Run 1, cell area per tile:
The die is cut into 13 by 13 equal tiles; white is low, dark blue is high, 0 to 100% covered.
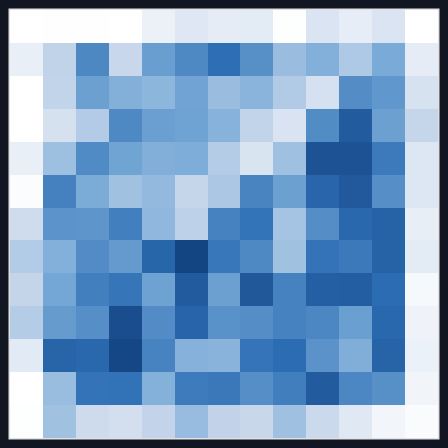
Run 1, logic cells by family:
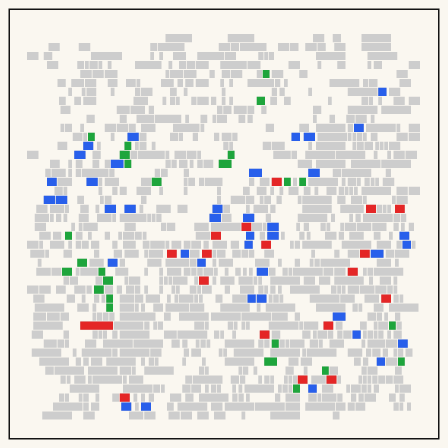
Run 1, M2 wires:
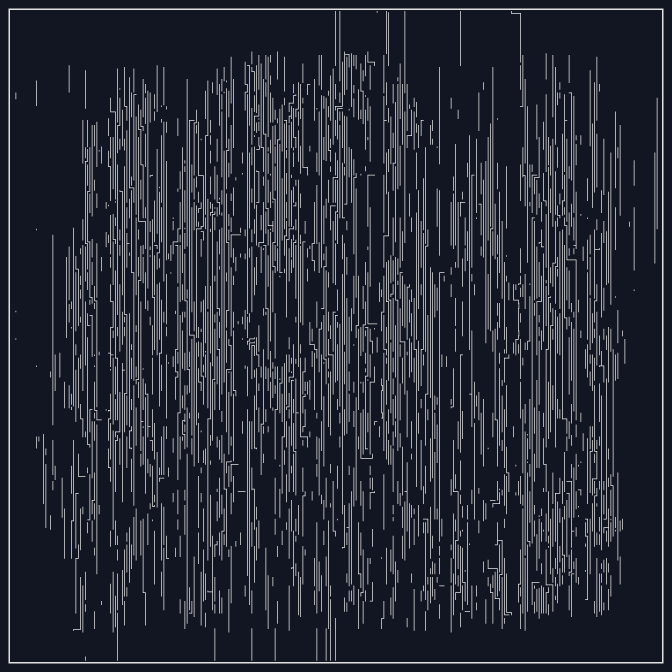
--- src/rtl/alu_mc_core_pkg.sv ---
// Shared types and constants for the multi-cycle ALU core.
// Optional divider build switch: ALU_DIV_EN (enables DIV/MOD opcodes).
package alu_mc_core_pkg;

  typedef enum logic [4:0] {
    OP_ADD = 5'h00,
    OP_SUB = 5'h01,
    OP_AND = 5'h02,
    OP_OR  = 5'h03,
    OP_XOR = 5'h04,
    OP_NOT = 5'h05,
    OP_SHL = 5'h06,
    OP_SHR = 5'h07,
    OP_SAR = 5'h08,
    OP_ROL = 5'h09,
    OP_ROR = 5'h0A,
    OP_CMP = 5'h0B,
    OP_INC = 5'h0C,
    OP_DEC = 5'h0D,
    OP_MUL = 5'h10,
    OP_DIV = 5'h11,
    OP_MOD = 5'h12
  } alu_op_e;

  localparam int STAT_Z   = 0;
  localparam int STAT_N   = 1;
  localparam int STAT_C   = 2;
  localparam int STAT_V   = 3;
  localparam int STAT_ERR = 4;

  typedef enum logic {
    IDLE = 1'b0,
    BUSY = 1'b1
  } alu_state_e;

  // DIV/MOD only count as iterative when the divider is built in.
  function automatic logic is_multicycle(input logic [4:0] op);
    logic mc;
    case (op)
      OP_MUL: mc = 1'b1;
`ifdef ALU_DIV_EN
      OP_DIV, OP_MOD: mc = 1'b1;
`endif
      default: mc = 1'b0;
    endcase
    return mc;
  endfunction

endpackage

--- src/rtl/alu_mc_core_if.sv ---
// Request/response bundle between a stimulus master and the ALU core.
interface alu_mc_core_if #(parameter int WIDTH = 8) ();
  logic             alu_enable;
  logic [4:0]       alu_op;
  logic [WIDTH-1:0] alu_in1;
  logic [WIDTH-1:0] alu_in2;
  logic             alu_abort;
  logic             alu_ready;
  logic             alu_valid;
  logic [WIDTH-1:0] alu_out;
  logic [4:0]       alu_status;

  modport master (
    output alu_enable, alu_op, alu_in1, alu_in2, alu_abort,
    input  alu_ready, alu_valid, alu_out, alu_status
  );

  modport slave (
    input  alu_enable, alu_op, alu_in1, alu_in2, alu_abort,
    output alu_ready, alu_valid, alu_out, alu_status
  );
endinterface

--- src/rtl/alu_seq_muldiv.sv ---
// Iterative shift-add multiplier and (with ALU_DIV_EN) restoring divider.
// One iteration per busy cycle; the last iteration's result is presented
// combinationally together with done so the caller can register it.
module alu_seq_muldiv #(
  parameter int WIDTH = 8
) (
  input  logic             clk,
  input  logic             reset_n,
  input  logic             start,
  input  logic [4:0]       op,
  input  logic [WIDTH-1:0] a,
  input  logic [WIDTH-1:0] b,
  input  logic             abort,
  output logic             done,
  output logic [WIDTH-1:0] result,
  output logic             ovf
);
  import alu_mc_core_pkg::*;

  localparam int CNT_W = $clog2(WIDTH);

  logic               busy_r;
  logic [CNT_W-1:0]   cnt_r;
  logic               is_mul_r;
  logic [2*WIDTH-1:0] acc_r;
  logic [2*WIDTH-1:0] mcand_r;
  logic [WIDTH-1:0]   mplier_r;
  logic [2*WIDTH-1:0] acc_s;
`ifdef ALU_DIV_EN
  logic               is_mod_r;
  logic [WIDTH-1:0]   rem_r;
  logic [WIDTH-1:0]   quo_r;
  logic [WIDTH-1:0]   dvsr_r;
  logic [WIDTH:0]     rem_sh_s;
  logic [WIDTH:0]     trial_s;
  logic [WIDTH-1:0]   rem_s;
  logic [WIDTH-1:0]   quo_s;
`endif

  // One multiply step: add the shifted multiplicand when the current multiplier bit is set.
  always_comb begin
    acc_s = acc_r;
    if (mplier_r[0]) begin
      acc_s = acc_r + mcand_r;
    end else begin
      acc_s = acc_r;
    end
  end

`ifdef ALU_DIV_EN
  // One restoring-divide step; a zero divisor naturally yields all-ones quotient and remainder = dividend.
  always_comb begin
    rem_sh_s = {rem_r, quo_r[WIDTH-1]};
    trial_s  = rem_sh_s - {1'b0, dvsr_r};
    rem_s    = rem_sh_s[WIDTH-1:0];
    quo_s    = {quo_r[WIDTH-2:0], 1'b0};
    if (trial_s[WIDTH]) begin
      rem_s = rem_sh_s[WIDTH-1:0];
      quo_s = {quo_r[WIDTH-2:0], 1'b0};
    end else begin
      rem_s = trial_s[WIDTH-1:0];
      quo_s = {quo_r[WIDTH-2:0], 1'b1};
    end
  end
`endif

  // Result select for the final iteration.
  always_comb begin
    result = '0;
    ovf    = 1'b0;
    if (is_mul_r) begin
      result = acc_s[WIDTH-1:0];
      ovf    = |acc_s[2*WIDTH-1:WIDTH];
`ifdef ALU_DIV_EN
    end else if (is_mod_r) begin
      result = rem_s;
      ovf    = 1'b0;
    end else begin
      result = quo_s;
      ovf    = 1'b0;
    end
`else
    end else begin
      result = '0;
      ovf    = 1'b0;
    end
`endif
  end

  assign done = busy_r && (cnt_r == '0) && !abort;

  // Operand load on start, then one iteration per cycle until the count expires or abort.
  always_ff @(posedge clk or negedge reset_n) begin
    if (!reset_n) begin
      busy_r   <= 1'b0;
      cnt_r    <= '0;
      is_mul_r <= 1'b0;
      acc_r    <= '0;
      mcand_r  <= '0;
      mplier_r <= '0;
`ifdef ALU_DIV_EN
      is_mod_r <= 1'b0;
      rem_r    <= '0;
      quo_r    <= '0;
      dvsr_r   <= '0;
`endif
    end else if (start) begin
      busy_r   <= 1'b1;
      cnt_r    <= CNT_W'(WIDTH - 1);
      is_mul_r <= (op == OP_MUL);
      acc_r    <= '0;
      mcand_r  <= {{WIDTH{1'b0}}, a};
      mplier_r <= b;
`ifdef ALU_DIV_EN
      is_mod_r <= (op == OP_MOD);
      rem_r    <= '0;
      quo_r    <= a;
      dvsr_r   <= b;
`endif
    end else if (abort) begin
      busy_r <= 1'b0;
    end else if (busy_r) begin
      acc_r    <= acc_s;
      mcand_r  <= mcand_r << 1;
      mplier_r <= mplier_r >> 1;
`ifdef ALU_DIV_EN
      rem_r    <= rem_s;
      quo_r    <= quo_s;
`endif
      if (cnt_r == '0) begin
        busy_r <= 1'b0;
      end else begin
        cnt_r <= cnt_r - 1'b1;
      end
    end
  end

endmodule

--- src/rtl/alu_mc_core.sv ---
// Multi-cycle ALU core: single-cycle datapath, IDLE/BUSY FSM, flag generation
// and registered result/status. Build switch ALU_DIV_EN adds DIV/MOD.
module alu_mc_core #(
  parameter int WIDTH = 8
) (
  input logic          clk,
  input logic          reset_n,
  alu_mc_core_if.slave bus
);
  import alu_mc_core_pkg::*;

  localparam int SH_W = $clog2(WIDTH);

  alu_state_e       state_r, state_s;
  logic             accept_s, mc_op_s, md_start_s, md_done_s, md_ovf_s;
  logic [WIDTH-1:0] md_result_s;
  logic [4:0]       md_stat_s;
  logic [WIDTH-1:0] out_r;
  logic [4:0]       status_r;
  logic             valid_r;
  logic [4:0]       op_r;
  logic             b_zero_r;
  logic [SH_W-1:0]  amt_s;
  logic [WIDTH-1:0] addend_s;
  logic [WIDTH:0]   sum_s, diff_s, shl_s, shr_s, sar_s;
  logic [WIDTH-1:0] rol_s, ror_s;
  logic [WIDTH-1:0] sc_out_s, flag_src_s;
  logic             sc_c_s, sc_v_s, sc_err_s, use_diff_s;
  logic [4:0]       sc_stat_s;

  assign accept_s   = bus.alu_enable && (state_r == IDLE);
  assign mc_op_s    = is_multicycle(bus.alu_op);
  assign md_start_s = accept_s && mc_op_s;

  assign bus.alu_ready  = (state_r == IDLE);
  assign bus.alu_valid  = valid_r;
  assign bus.alu_out    = out_r;
  assign bus.alu_status = status_r;

  alu_seq_muldiv #(.WIDTH(WIDTH)) u_muldiv (
    .clk    (clk),
    .reset_n(reset_n),
    .start  (md_start_s),
    .op     (bus.alu_op),
    .a      (bus.alu_in1),
    .b      (bus.alu_in2),
    .abort  (bus.alu_abort),
    .done   (md_done_s),
    .result (md_result_s),
    .ovf    (md_ovf_s)
  );

  // Single-cycle datapath and flags; CMP reports flags of in1-in2 while passing in1 through.
  always_comb begin
    amt_s      = bus.alu_in2[SH_W-1:0];
    addend_s   = bus.alu_in2;
    if ((bus.alu_op == OP_INC) || (bus.alu_op == OP_DEC)) begin
      addend_s = {{(WIDTH-1){1'b0}}, 1'b1};
    end else begin
      addend_s = bus.alu_in2;
    end
    sum_s      = {1'b0, bus.alu_in1} + {1'b0, addend_s};
    diff_s     = {1'b0, bus.alu_in1} - {1'b0, addend_s};
    shl_s      = {1'b0, bus.alu_in1} << amt_s;
    shr_s      = {bus.alu_in1, 1'b0} >> amt_s;
    sar_s      = $unsigned($signed({bus.alu_in1, 1'b0}) >>> amt_s);
    rol_s      = (bus.alu_in1 << amt_s) | (bus.alu_in1 >> (WIDTH - int'(amt_s)));
    ror_s      = (bus.alu_in1 >> amt_s) | (bus.alu_in1 << (WIDTH - int'(amt_s)));
    sc_out_s   = '0;
    sc_c_s     = 1'b0;
    sc_v_s     = 1'b0;
    sc_err_s   = 1'b0;
    use_diff_s = 1'b0;
    case (bus.alu_op)
      OP_ADD, OP_INC: begin
        sc_out_s = sum_s[WIDTH-1:0];
        sc_c_s   = sum_s[WIDTH];
        sc_v_s   = (bus.alu_in1[WIDTH-1] == addend_s[WIDTH-1]) &&
                   (sum_s[WIDTH-1] != bus.alu_in1[WIDTH-1]);
      end
      OP_SUB, OP_DEC, OP_CMP: begin
        sc_out_s   = (bus.alu_op == OP_CMP) ? bus.alu_in1 : diff_s[WIDTH-1:0];
        use_diff_s = 1'b1;
        sc_c_s     = diff_s[WIDTH];
        sc_v_s     = (bus.alu_in1[WIDTH-1] != addend_s[WIDTH-1]) &&
                     (diff_s[WIDTH-1] != bus.alu_in1[WIDTH-1]);
      end
      OP_AND: sc_out_s = bus.alu_in1 & bus.alu_in2;
      OP_OR:  sc_out_s = bus.alu_in1 | bus.alu_in2;
      OP_XOR: sc_out_s = bus.alu_in1 ^ bus.alu_in2;
      OP_NOT: sc_out_s = ~bus.alu_in1;
      OP_SHL: begin
        sc_out_s = shl_s[WIDTH-1:0];
        sc_c_s   = shl_s[WIDTH];
      end
      OP_SHR: begin
        sc_out_s = shr_s[WIDTH:1];
        sc_c_s   = shr_s[0];
      end
      OP_SAR: begin
        sc_out_s = sar_s[WIDTH:1];
        sc_c_s   = sar_s[0];
      end
      OP_ROL: begin
        sc_out_s = rol_s;
        sc_c_s   = (amt_s != {SH_W{1'b0}}) && rol_s[0];
      end
      OP_ROR: begin
        sc_out_s = ror_s;
        sc_c_s   = (amt_s != {SH_W{1'b0}}) && ror_s[WIDTH-1];
      end
      default: begin
        sc_out_s = '0;
        sc_err_s = 1'b1;
      end
    endcase
    if (use_diff_s) begin
      flag_src_s = diff_s[WIDTH-1:0];
    end else begin
      flag_src_s = sc_out_s;
    end
    sc_stat_s = {sc_err_s, sc_v_s, sc_c_s, flag_src_s[WIDTH-1], (flag_src_s == '0)};
  end

  // Flags for an iterative result; a zero divisor on DIV/MOD raises ERR.
  always_comb begin
    md_stat_s = '0;
    md_stat_s[STAT_Z]   = (md_result_s == '0);
    md_stat_s[STAT_N]   = md_result_s[WIDTH-1];
    md_stat_s[STAT_C]   = md_ovf_s;
    md_stat_s[STAT_V]   = md_ovf_s;
    md_stat_s[STAT_ERR] = (op_r != OP_MUL) && b_zero_r;
  end

  // FSM state register.
  always_ff @(posedge clk or negedge reset_n) begin
    if (!reset_n) begin
      state_r <= IDLE;
    end else begin
      state_r <= state_s;
    end
  end

  // FSM next state; abort takes priority over a completion in the same cycle.
  always_comb begin
    state_s = state_r;
    case (state_r)
      IDLE: begin
        if (md_start_s) begin
          state_s = BUSY;
        end else begin
          state_s = IDLE;
        end
      end
      BUSY: begin
        if (bus.alu_abort || md_done_s) begin
          state_s = IDLE;
        end else begin
          state_s = BUSY;
        end
      end
      default: state_s = IDLE;
    endcase
  end

  // Output registers: load on single-cycle accept or iterative completion, otherwise hold.
  always_ff @(posedge clk or negedge reset_n) begin
    if (!reset_n) begin
      out_r    <= '0;
      status_r <= '0;
      valid_r  <= 1'b0;
      op_r     <= '0;
      b_zero_r <= 1'b0;
    end else begin
      valid_r <= 1'b0;
      if (accept_s) begin
        op_r     <= bus.alu_op;
        b_zero_r <= (bus.alu_in2 == '0);
      end
      if (accept_s && !mc_op_s) begin
        out_r    <= sc_out_s;
        status_r <= sc_stat_s;
        valid_r  <= 1'b1;
      end else if ((state_r == BUSY) && md_done_s) begin
        out_r    <= md_result_s;
        status_r <= md_stat_s;
        valid_r  <= 1'b1;
      end
    end
  end

endmodule

--- src/flat_wrapper.sv ---
// flat-port wrapper written by rule: the top's interface ports become plain ports
module alu_mc_core_flat import alu_mc_core_pkg::*;
#(
  parameter int WIDTH = 8
)
  (clk, reset_n, bus_alu_enable, bus_alu_op, bus_alu_in1, bus_alu_in2, bus_alu_abort, bus_alu_ready, bus_alu_valid, bus_alu_out, bus_alu_status);
  alu_mc_core_if #(.WIDTH(WIDTH)) bus_i ();
  input logic clk;
  input logic reset_n;
  input wire logic [$bits(bus_i.alu_enable)-1:0] bus_alu_enable;
  input wire logic [$bits(bus_i.alu_op)-1:0] bus_alu_op;
  input wire logic [$bits(bus_i.alu_in1)-1:0] bus_alu_in1;
  input wire logic [$bits(bus_i.alu_in2)-1:0] bus_alu_in2;
  input wire logic [$bits(bus_i.alu_abort)-1:0] bus_alu_abort;
  output wire logic [$bits(bus_i.alu_ready)-1:0] bus_alu_ready;
  output wire logic [$bits(bus_i.alu_valid)-1:0] bus_alu_valid;
  output wire logic [$bits(bus_i.alu_out)-1:0] bus_alu_out;
  output wire logic [$bits(bus_i.alu_status)-1:0] bus_alu_status;
  assign bus_i.alu_enable = bus_alu_enable;
  assign bus_i.alu_op = bus_alu_op;
  assign bus_i.alu_in1 = bus_alu_in1;
  assign bus_i.alu_in2 = bus_alu_in2;
  assign bus_i.alu_abort = bus_alu_abort;
  assign bus_alu_ready = bus_i.alu_ready;
  assign bus_alu_valid = bus_i.alu_valid;
  assign bus_alu_out = bus_i.alu_out;
  assign bus_alu_status = bus_i.alu_status;
  alu_mc_core #(.WIDTH(WIDTH)) u_core (.clk(clk), .reset_n(reset_n), .bus(bus_i));
endmodule
--- config.mk ---
export PLATFORM = sky130hd
export DESIGN_NAME = alu_mc_core_flat
export DESIGN_NICKNAME = d
export VERILOG_FILES = /design/src/rtl/alu_mc_core_pkg.sv /design/src/rtl/alu_mc_core_if.sv /design/src/rtl/alu_seq_muldiv.sv /design/src/rtl/alu_mc_core.sv /design/src/flat_wrapper.sv
export SDC_FILE = /design/constraint.sdc
export NUM_CORES = 1
export LEC_CHECK = 0
export CAP_MARGIN = 25
export CORE_MARGIN = 5
export CORE_UTILIZATION = 50
export DETAILED_ROUTE_END_ITERATION = 10
export HOLD_SLACK_MARGIN = 0.02
export PLACE_DENSITY = 0.69
export SETUP_SLACK_MARGIN = 0.4
export SLEW_MARGIN = 10
export SYNTH_ARGS = -nofsm -noshare
export SYNTH_HDL_FRONTEND = slang
export SYNTH_HIERARCHICAL = 1
export SYNTH_SLANG_ARGS = --single-unit
--- constraint.sdc ---
create_clock -name clk -period 7.97 [get_ports clk]
set_clock_uncertainty 0.1 [all_clocks]
set_input_delay 1.1955 -clock clk [delete_from_list [all_inputs] [get_ports clk]]
set_output_delay 1.1955 -clock clk [all_outputs]
set_load 0.01 [all_outputs]
==> flow_metrics.tcl, run 1 <==
# metrics dict for downstream scripts
set metrics [dict create \
    yosysTopAreaCell "dfrtp_1" \
    grt_max_degree 67 \
    cp_num_buf_inv 2 \
    cts-root-buf "clkbuf_16" \
    p_total_uw 1360 \
    p_comb_uw 518 \
    hpwlAfterDp_um 17900 \
    rsz0062_at_grt "false" \
    critPathTopFamily "simple AND/OR/NAND/NOR gates" \
    clockBufferDepth 2 \
    holdBufCountCts 0 \
    vias_per_cell 6.60 \
    fin_area_um2 7870 \
    syn_area_per_cell_um2 8.21 \
    powerDensity_nw_per_um2 173 \
    io-pin-count 40 \
    power_frac_seq 0.325 \
    fp_nets 952 \
    seq_area_um2 1650 \
    num_rows 43 \
    logic_gates 697 \
    tap_cells 180 \
    grt_pass1_vias 6719 \
    pg_clk_uw 403 \
    drtIter0Drc 723 \
    p_int_uw 860 \
    slowest_delay_ns 0.91 \
    sh_seq_area 0.210 \
    num_antenna_cells 0 \
    n_clock_buffer 10 \
    setup.worst_path.end "u_core/bus.alu_status[0]$_DFFE_PN0P_" \
    cts_setup_buffers 0 \
    cts_tree "done" \
    pwr-share-clk 0.295 \
    mux_area_frac 0.127 \
    top_area_frac 0.231 \
    seq_cell_power_uw 444 \
    crit_top_cell "nand2_1" \
    place_area_um2 7560 \
    status "complete, no violations" \
    cts.sinks 66 \
    grt_antenna_before_repair 0 \
    rr_endpoint "u_core/bus.alu_status[2]$_DFFE_PN0P_" \
    syn_area_um2 7140 \
    numPortBuffers 39 \
    top_cell "nand2_1" \
    hp-start "u_core/bus.alu_out[1]$_DFFE_PN0P_" \
    p_leak_uw 0.00337 \
    yosysCellCount 870 \
    slew_viol_final 0 \
    fa_ha_area_frac 0.103 \
    drive_gt1_frac 0.0989 \
    grt.busiest_layer "met2" \
    cp_slowest_cell "clkdlybuf4s50_1" \
    drc 0 \
    largestClassByArea "logic gates" \
    inverters 45 \
    finalCriticalPeriod_ns 5.34 \
    wl_met3_um 1900 \
    cts.repair.resized 0 \
    ys_types 94 \
    synth.logic.top_family "AND-OR/OR-AND gates" \
    fmax_mhz 187 \
    wl_met2_um 11100 \
    ys_ff 66 \
    cp.arrival_ns 5.48 \
    clock_tree_area_fraction 0.0386 \
    final_hold_viol_count 0 \
    yosys_area_um2 7140 \
    r2r_cells 11 \
    setup_ws_ns 2.63 \
    holdWs_ns 0.394 \
    track_usage 0.292 \
    comb_area_share 0.636 \
    nNetsFinal 957 \
    r2r_setup_slack_ns 4.69 \
    clock_latency_ns 0.34 \
    clk_pin_slew_ns 0.05 \
    critical_path.max_fanout 19 \
    yosys_warnings 6 \
    power.switching_uw 504 \
    postSynth.asyncResetShare 1.00 \
    warning_count 46 \
    die_w_um 130 \
    place_inst 1043 \
    buffer_area_frac 0.0652 \
    ys_sh_simple 0.220 \
    ff_type "dfrtp_1" \
    top_cells_by_area "dfrtp_1 23%, ha_1 9.5%, nand2_1 6.8%, mux2i_1 5.3%, mux4_2 4.1%" \
    htree_levels 3 \
    holdPathEnd "u_core/bus.alu_out[1]$_DFFE_PN0P_" \
    layout_top_cells "129 x nand2_1, 66 x dfrtp_1, 60 x nor2_1, 54 x ha_1, 49 x a21oi_1" \
    required_ns 8.11 \
    fin_cells 1060 \
    start_kind "input pin" \
    fin_crit_sh 0.670 \
    die_h_um 130 \
    top_cells_by_count "129 x nand2_1, 66 x dfrtp_1, 61 x nor2_1, 54 x ha_1, 49 x a21oi_1" \
    critPathCaptureType "flop" \
    grt_remaining_overflow 0 \
    power_leader "combinational cells" \
    wl_per_cell_um 22.5 \
    tightest_slew_ns 1.06 \
    final.setup.tns_ns 0 \
    sw_frac_of_total 0.369 \
    first_pass_iters 5 \
    rr_startpoint "u_core/u_muldiv/acc_r[0]$_DFFE_PN0P_" \
]
Back to the opening pictures, 'cell area per tile':
fullest tile: 92%
tiles over 75% full: 14%
emptiest ninth of the die: top left
nearly empty tiles: 5.9%
mean over tiles: 46%
Core Density at Floorplan: 0.513
fin util: 0.565
core area: 13900 um2

Back to the opening pictures, 'logic cells by family':
legend:
  xor and xnor cells:
    colour: red
    cells: 18
  and/or cells:
    colour: green
    cells: 25
  non-inverting ao/oa cells:
    colour: blue
    cells: 39

Back to the opening pictures, 'M2 wires':
wire length on this layer: 11100 um
longest straight run: 64.6 um
Post-Route WL: 23900 um
DR vias: 6993
met2 Use GR: 0.472

## Run 2: what changed since run 1
- PLACE_DENSITY: 0.69 -> 0.71
- clock period: 7.97 -> 4.7 ns (I/O delays scaled with it)
Run 2, routing congestion:
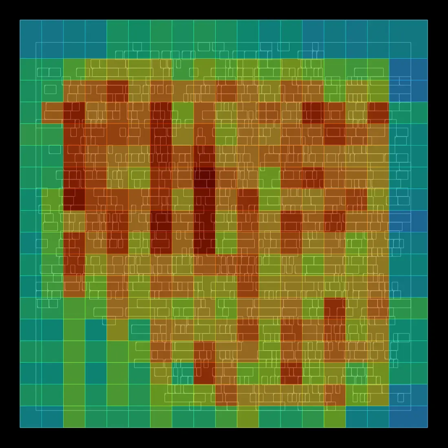
met3 usage: 0.0519
met2 Use GR: 0.415
total track usage: 0.269

Run 2, wiring by layer:
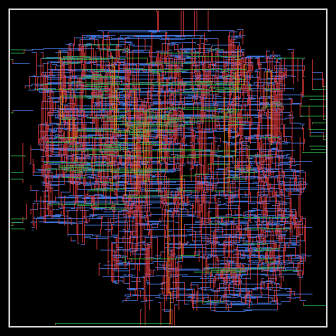
legend:
  metal 1:
    colour: blue
    wire_length: 9720 um
  metal 4:
    colour: orange
    wire_length: 664 um
  metal 2:
    colour: red
    wire_length: 9820 um
  metal 3:
    colour: green
    wire_length: 2110 um

Run 2, M2 wires:
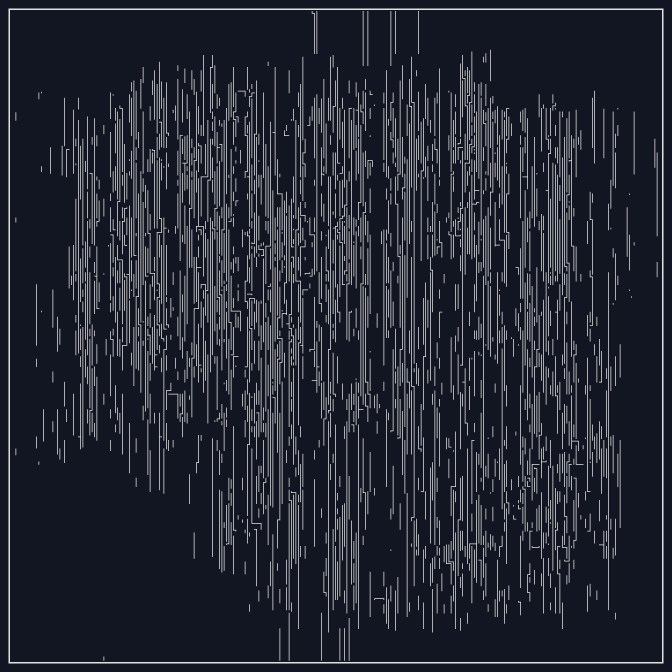
longest straight run: 67.0 um
wire length on this layer: 9820 um
main direction: vertical
share of all routed wire: 44%
nets with wire on the layer: 793
DR vias: 6947
Post-Route WL: 22300 um

==> flow_metrics.tcl, run 2 <==
# metrics dict for downstream scripts
set metrics [dict create \
    status "complete, no violations" \
    slowest_delay_ns 0.86 \
    clock_tree_area_fraction 0.0411 \
    cts_tree "done" \
    cp.arrival_ns 4.20 \
    sw_frac_of_total 0.350 \
    postSynth.asyncResetShare 1.00 \
    fin_cells 1076 \
    wl_met3_um 2110 \
    p_total_uw 2360 \
    numPortBuffers 39 \
    inverters 45 \
    grt_remaining_overflow 0 \
    drc 0 \
    comb_area_share 0.624 \
    rr_startpoint "u_core/u_muldiv/mcand_r[0]$_DFFE_PN0P_" \
    cts.repair.resized 0 \
    cts_setup_buffers 0 \
    tap_cells 180 \
    final_hold_viol_count 0 \
    yosysTopAreaCell "dfrtp_1" \
    critPathCaptureType "flop" \
    fmax_mhz 245 \
    setup_ws_ns 0.610 \
    synthAoiAreaFrac 0.225 \
    n_clock_buffer 12 \
    yosys_warnings 6 \
    r2r_setup_slack_ns 1.38 \
    drive_gt1_frac 0.115 \
    holdBufCountCts 0 \
    grt_pass1_vias 6501 \
    wl_met2_um 9820 \
    nNetsFinal 973 \
    die_w_um 130 \
    yosys_area_um2 7140 \
    synth.logic.top_family "AND-OR/OR-AND gates" \
    drtIter0Drc 828 \
    slew_viol_final 0 \
    pg_clk_uw 734 \
    top_cells_by_count "129 x nand2_1, 66 x dfrtp_1, 61 x nor2_1, 54 x ha_1, 49 x a21oi_1" \
    holdWs_ns 0.260 \
    p_leak_uw 0.00347 \
    rsz0062_at_grt "false" \
    seq_area_um2 1650 \
    fin_crit_sh 0.870 \
    top_cells_by_area "dfrtp_1 23%, ha_1 9.5%, nand2_1 6.8%, mux2i_1 5.3%, mux4_2 4.1%" \
    p_comb_uw 879 \
    grt_max_degree 45 \
    yosysCellCount 870 \
    vias_per_cell 6.46 \
    clock_latency_ns 0.33 \
    grt.busiest_layer "met2" \
    htree_levels 3 \
    rr_endpoint "u_core/bus.alu_status[2]$_DFFE_PN0P_" \
    mux_area_frac 0.127 \
    cts-root-buf "clkbuf_16" \
    fp_util 0.513 \
    ys_ff 66 \
    powerDensity_nw_per_um2 294 \
    syn_area_per_cell_um2 8.21 \
    lay_top_count "nand2_1" \
    top_area_frac 0.231 \
    die_h_um 130 \
    r2r_cells 11 \
    setup.worst_path.end "u_core/bus.alu_status[1]$_DFFE_PN0P_" \
    start_kind "input pin" \
    num_rows 43 \
    top_cell "nand2_1" \
    largestClassByArea "logic gates" \
    finalCriticalPeriod_ns 4.09 \
    warning_count 46 \
    critPathTopFamily "AND-OR/OR-AND gates" \
    cp_num_buf_inv 2 \
    logic_gates 697 \
    grt_antenna_before_repair 0 \
    wl_per_cell_um 20.7 \
    clockBufferDepth 2 \
    sh_seq_area 0.206 \
    required_ns 4.81 \
    power_frac_seq 0.317 \
    layout_top_cells "129 x nand2_1, 66 x dfrtp_1, 60 x nor2_1, 54 x ha_1, 49 x a21oi_1" \
    place_inst 1060 \
    pwr-share-clk 0.311 \
    path_cells "clkdlybuf4s50_1 > nand2_1 > nor2_1 > a211o_1 > a2111oi_0 > buf_4 > o211ai_1 > mux2_2 > a221o_1" \
    ys_types 94 \
    seq_cell_power_uw 750 \
    syn_area_um2 7140 \
    buffer_area_frac 0.0804 \
    cp_slowest_cell "a2111oi_0" \
    critical_path.max_fanout 19 \
    hpwlAfterDp_um 16900 \
    coreArea_um2 13900 \
    p_int_uw 1540 \
    clk_pin_slew_ns 0.06 \
    fin_area_um2 8030 \
    ff_type "dfrtp_1" \
    cts.sinks 66 \
    io-pin-count 40 \
    final.setup.tns_ns 0 \
    fa_ha_area_frac 0.103 \
]
## Run 3: what changed since run 2
- CTS_CLUSTER_SIZE: unset -> 20
Run 3, logic cells by family:
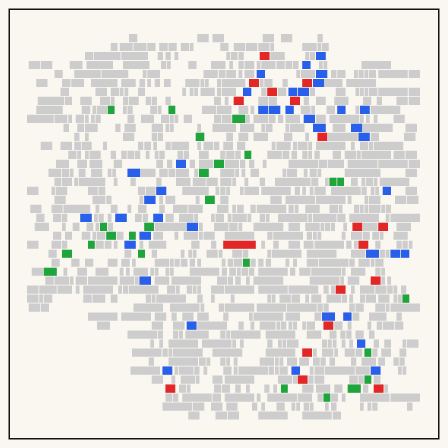
legend:
  and/or cells:
    colour: green
    cells: 25
    where: spread over the die
  non-inverting ao/oa cells:
    colour: blue
    cells: 39
  xor and xnor cells:
    colour: red
    cells: 18

Run 3, M2 wires:
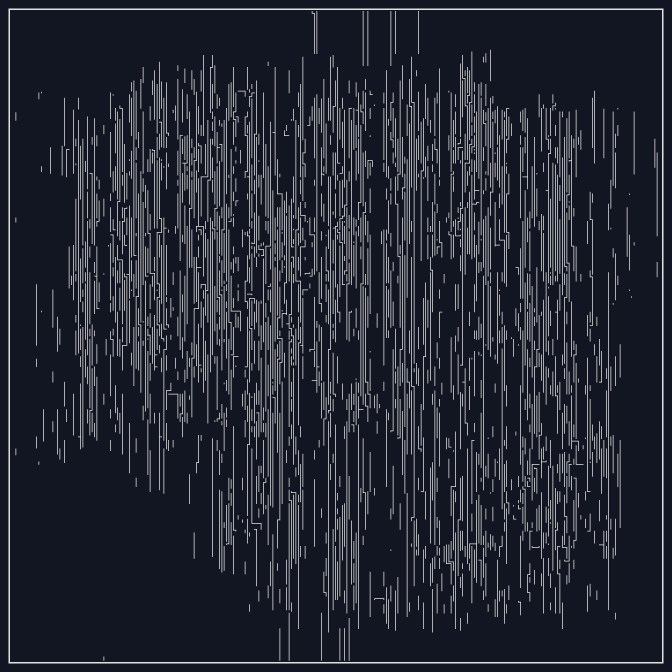
share of all routed wire: 44%
wire length on this layer: 9820 um
longest straight run: 67.0 um

Run 3, wiring by layer:
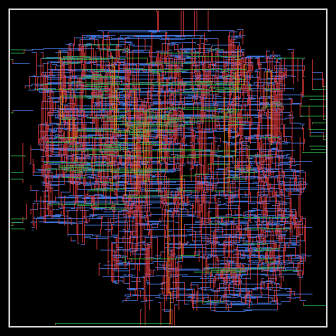
legend:
  metal 4:
    colour: orange
    wire_length: 664 um
  metal 1:
    colour: blue
    wire_length: 9720 um
  metal 3:
    colour: green
    wire_length: 2110 um
  metal 2:
    colour: red
    wire_length: 9820 um
DR WL/cell: 20.7 um

==> flow_metrics.tcl, run 3 <==
# metrics dict for downstream scripts
set metrics [dict create \
    num_rows 43 \
    sw_frac_of_total 0.350 \
    final_hold_viol_count 0 \
    yosys_area_um2 7140 \
    rr_startpoint "u_core/u_muldiv/mcand_r[0]$_DFFE_PN0P_" \
    grt.busiest_layer "met2" \
    syn_area_per_cell_um2 8.21 \
    r2r_cells 11 \
    clock_latency_ns 0.33 \
    fin_area_um2 8030 \
    ff_type "dfrtp_1" \
    dr_total_vias 6947 \
    holdWs_ns 0.260 \
    htree_levels 3 \
    p_total_uw 2360 \
    required_ns 4.81 \
    fin_crit_sh 0.870 \
    top_cells_by_area "dfrtp_1 23%, ha_1 9.5%, nand2_1 6.8%, mux2i_1 5.3%, mux4_2 4.1%" \
    peakVddDrop_uv 188 \
    slowest_delay_ns 0.86 \
    drtIter0Drc 828 \
    yosysTopAreaCell "dfrtp_1" \
    grt_pass1_vias 6501 \
    critPathCaptureType "flop" \
    fin_cells 1076 \
    cts.sinks 66 \
    cp_slowest_cell "a2111oi_0" \
    rr_endpoint "u_core/bus.alu_status[2]$_DFFE_PN0P_" \
    p_comb_uw 879 \
    vias_per_cell 6.46 \
    ys_ff 66 \
    clk_pin_slew_ns 0.06 \
    use_met3 0.0519 \
    syn_area_um2 7140 \
    path_cells "clkdlybuf4s50_1 > nand2_1 > nor2_1 > a211o_1 > a2111oi_0 > buf_4 > o211ai_1 > mux2_2 > a221o_1" \
    cts-root-buf "clkbuf_16" \
    io-pin-count 40 \
    inverters 45 \
    setup_ws_ns 0.610 \
    drive_gt1_frac 0.115 \
    setup.worst_path.end "u_core/bus.alu_status[1]$_DFFE_PN0P_" \
    seq_cell_power_uw 750 \
    hpwlAfterDp_um 16900 \
    warning_count 46 \
    p_int_uw 1540 \
    fp_util 0.513 \
    coreArea_um2 13900 \
    mux_area_frac 0.127 \
    track_usage 0.269 \
    nNetsFinal 973 \
    status "complete, no violations" \
    seq_area_um2 1650 \
    yosysCellCount 870 \
    fa_ha_area_frac 0.103 \
    final.setup.tns_ns 0 \
    r2r_setup_slack_ns 1.38 \
    critPathTopFamily "AND-OR/OR-AND gates" \
    drv_cap 0 \
    logic_gates 697 \
    top_area_frac 0.231 \
    die_h_um 130 \
    holdBufCountCts 0 \
    place_inst 1060 \
    sh_seq_area 0.206 \
    numPortBuffers 39 \
    rsz0062_at_grt "false" \
    postSynth.asyncResetShare 1.00 \
    start_kind "input pin" \
    buffer_area_frac 0.0804 \
    wl_met2_um 9820 \
    highest_layer "met4" \
    power_frac_seq 0.317 \
    grt_antenna_before_repair 0 \
    cp_num_buf_inv 2 \
    critical_path.max_fanout 19 \
    cts.repair.resized 0 \
    wl_met3_um 2110 \
    clock_tree_area_fraction 0.0411 \
    layout_top_cells "129 x nand2_1, 66 x dfrtp_1, 60 x nor2_1, 54 x ha_1, 49 x a21oi_1" \
    slew_viol_final 0 \
    yosys_warnings 6 \
    largestClassByArea "logic gates" \
    drc 0 \
    synthAoiAreaFrac 0.225 \
    die_w_um 130 \
    comb_area_share 0.624 \
    ys_types 94 \
    n_clock_buffer 12 \
    pg_clk_uw 734 \
    grt_max_degree 45 \
    lay_top_count "nand2_1" \
    grt_remaining_overflow 0 \
    cp.arrival_ns 4.20 \
    cts_setup_buffers 0 \
    p_leak_uw 0.00347 \
    pwr-share-clk 0.311 \
    crit_start "bus_alu_op[0]" \
    synth.logic.top_family "AND-OR/OR-AND gates" \
    top_cells_by_count "129 x nand2_1, 66 x dfrtp_1, 61 x nor2_1, 54 x ha_1, 49 x a21oi_1" \
    powerDensity_nw_per_um2 294 \
    cts_tree "done" \
    tap_cells 180 \
    top_cell "nand2_1" \
    wirelength_um 22300 \
    fmax_mhz 245 \
    clockBufferDepth 2 \
    grt_use_met2 0.415 \
    power_leader "combinational cells" \
]
No activity file was given, so power comes from the tool's default toggle rates.
